Figure 1. Congestion heat map.
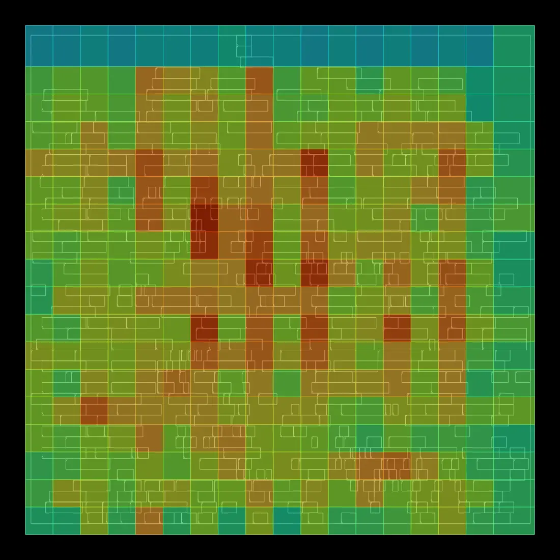
Figure 2. Sequential cells colored by netlist name.
(2 px per um) Other sequential cells in the stronger gray, the rest of the logic in the fainter gray.
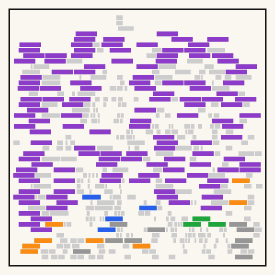
Figure 3. Pin map.
(4 px per um) Pins as bars across the die edge, other pins in gray.
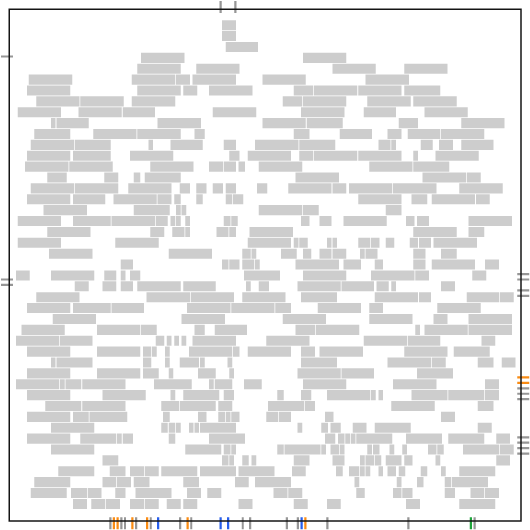
Figure 4. Zoomed window.
Region (51, 26) to (76, 51) um. Cells in gray, sequential cells in the stronger gray; small squares are vias.
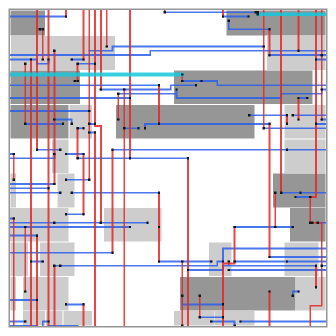
==> config.mk <==
export PLATFORM = sky130hd
export DESIGN_NAME = ram_loader
export DESIGN_NICKNAME = d
export VERILOG_FILES = /design/src/rtl/ram_loader.sv
export SDC_FILE = /design/constraint.sdc
export NUM_CORES = 1
export LEC_CHECK = 0
export ABC_AREA = 0
export CELL_PAD_IN_SITES_DETAIL_PLACEMENT = 0
export CELL_PAD_IN_SITES_GLOBAL_PLACEMENT = 1
export CORE_UTILIZATION = 40
export CTS_CLUSTER_DIAMETER = 50
export DETAILED_ROUTE_END_ITERATION = 6
export PLACE_DENSITY_LB_ADDON = 0.1
export SKIP_LAST_GASP = 1
export SLEW_MARGIN = 20
export SYNTH_ARGS = -nofsm -noshare
export SYNTH_HDL_FRONTEND = slang
export SYNTH_SLANG_ARGS = --single-unit
export TNS_END_PERCENT = 10
==> constraint.sdc <==
create_clock -name clk -period 4.6 [get_ports clk]
set_input_delay 0.69 -clock clk [delete_from_list [all_inputs] [get_ports clk]]
set_output_delay 0.69 -clock clk [all_outputs]
set_load 0.05 [all_outputs]
==> impl_metrics.json <==
{
  "tightest_slew_ns": 1.04,
  "comb_share_pct": 22.3,
  "p_leak_uw": 0.00251,
  "ctsHoldBuffers": 0,
  "clock_buffers": 30,
  "fillers": 1312,
  "seq_share_pct": 59.3,
  "cpLargestDelayFamily": "simple AND/OR/NAND/NOR gates",
  "route.vias.total": 3313,
  "ys_warn_count": 0,
  "rows": 45,
  "yosysCellCount": 372,
  "synth_cells": 372,
  "cts_resized": 0,
  "fin_area_um2": 7540,
  "power_frac_comb_pct": 29.8,
  "p_sw_share_pct": 32.4,
  "power_clock_uw": 1280,
  "grt_usage_pct": 18.1,
  "synth_top_cell_by_area": "edfxtp_1",
  "worst_ir_drop_vdd_v": 0.000323,
  "grt_antenna_before_repair": 0,
  "outcome": "completed",
  "crit_path_end_kind": "flip-flop",
  "synth_cell_types": 40,
  "cts_tree": "done",
  "syn-cell-area_um2": 6310,
  "initial_utilization_pct": 41.2,
  "clock_latency_ns": 0.42,
  "grt_max_degree": 31,
  "worstPathCellList": "buf_4, mux4_2, mux2i_1, xnor2_1, nor2_1, nand4_1, a211oi_2, or3_1, nand2_4, and3_1",
  "ios": 43,
  "place_congestion": 0.739,
  "pg_comb_uw": 1360,
  "n_all_buffers": 58,
  "grt_pass1_vias": 3415,
  "placed_area_um2": 6990,
  "finalNonFillerCells": 654,
  "ys_async_sr_fraction_pct": 16.3,
  "synth_top_cell_by_count": "edfxtp_1",
  "p_int_uw": 3090,
  "critical_path_arrival_ns": 3.70,
  "antennaDiodeCount": 0,
  "routed_wl_mm": 13.5,
  "area_leaders": "edfxtp_1 61%, dfrtp_1 9.9%, mux4_2 6.1%",
  "yosys_area_um2": 6310,
  "core_area_um2": 15300,
  "path_class": "flip-flop to flip-flop",
  "required_ns": 4.90,
  "cts_root_buf": "clkbuf_16",
  "drv_slew": 0,
  "rrSetupSlack_ns": 1.20,
  "fin_crit_sh_pct": 73.9,
  "grt-ovfl-total": 0,
  "max_freq_ghz": 0.294,
  "power_switching_uw": 1480,
  "top_area_share_pct": 61.0,
  "largest_reg_flops": 128,
  "hold_viol_final": 0,
  "drt-initial-drc-count": 183,
  "cpMaxStageDelayCell": "dfrtp_2",
  "power_frac_seq_pct": 42.3,
  "fin_hold_ws_ns": 0.486,
  "logic_gates": 190,
  "syn_nets": 396,
  "layout.area.comb_um2": 1680,
  "via_per_inst": 5.07,
  "cts_made_buffers": 17,
  "taps": 211,
  "buffer_area_share_pct": 7.17,
  "drc": 0,
  "top_cells_by_count": "128 x edfxtp_1, 25 x dfrtp_1, 22 x nand2_1",
  "power_density_nw_per_um2": 606,
  "max-clock-path-buffers": 2,
  "drv_cap": 0,
  "cts_setup_buffers": 0
}
Back to the opening pictures, Figure 1:
GR Util met1: 25.0%
met2 usage: 27.8%
DR WL/cell: 20.7 um

Back to the opening pictures, Figure 2:
mem_wdata: drawn in orange, flops 8. state_r: drawn in green, flops 3. mem_addr: drawn in blue, flops 4, where south. shadow_r: drawn in purple, flops 128.
Another 10 sequential cells are not colored.
Flop+latch power: 1930 uW
FF/Latch Area: 4470 um^2

Back to the opening pictures, Figure 3:
mem_wdata: drawn in orange, pins 8, direction output, edge 6 south, 2 east. done: drawn in green, pins 1, direction output, edge south. mem_addr: drawn in blue, pins 4, direction output, edge south.
die width: 128 um
Die Y: 128 um
port bufs: 42

Back to the opening pictures, Figure 4:
met3: drawn in cyan. met2: drawn in red. met1: drawn in blue.
Most frequent: edfxtp_1 (4). Sequential cells in the window: 5. 18 logic cells have their middle in the window.

## metrics by stage
| step | total power (uW) | util (%) | setup slack, ns |
|---|---|---|---|
| floorplan | 2910 | - | 1.59 |
| global placement | 3330 | 45.7 | 1.15 |
| detailed placement | 3340 | 45.7 | 1.09 |
| CTS | 4620 | 49.2 | 1.08 |
| global route | 4770 | 49.2 | 0.870 |
| finish | 4570 | 49.2 | 1.20 |
## cell usage in the layout (no fill, tap or decap), types with 2 or more instances in the layout
cell type / netlist / final
a21oi_1: 5 / 5
a221oi_1: 6 / 6
a31oi_1: 3 / 3
and3_1: 2 / 2
buf_4: 2 / 16
clkbuf_1: 8 / 7
clkbuf_16: 0 / 17
clkbuf_8: 0 / 6
clkdlybuf4s50_1: 0 / 42
dfrtp_1: 25 / 24
edfxtp_1: 128 / 128
ha_1: 4 / 4
inv_1: 9 / 9
mux2_2: 20 / 20
mux2i_1: 19 / 19
mux4_1: 4 / 4
mux4_2: 17 / 17
nand2_1: 22 / 22
nand2b_1: 3 / 3
nand3_1: 4 / 4
nand4_1: 2 / 2
nor2_1: 21 / 21
nor2b_1: 2 / 2
nor3_1: 9 / 9
nor3b_1: 2 / 2
o21ai_0: 9 / 9
o21ai_1: 2 / 2
o22ai_1: 8 / 8
xnor2_1: 16 / 16
## logic make-up (layout without fill, tap and decap cells)
group / count (synthesis) / after routing / synth area share, %
flip-flops: 153 / 153 / 70.9
AND/OR/NAND/NOR: 70 / 70 / 5.10
multiplexers: 60 / 60 / 14.3
AND-OR/OR-AND: 40 / 40 / 4.19
buffers and inverters: 29 / 100 / 2.50
XOR/XNOR: 16 / 16 / 2.22
adder cells (fa/ha/maj): 4 / 4 / 0.794
## layer usage
layer,routed length [um],GRT usage [%]
met1,6300,25.0
met2,6490,27.8
met3,586,4.86
met4,133,6.02
met5,0,0
Power figures rest on the tool's default switching activity, not on a simulated workload.
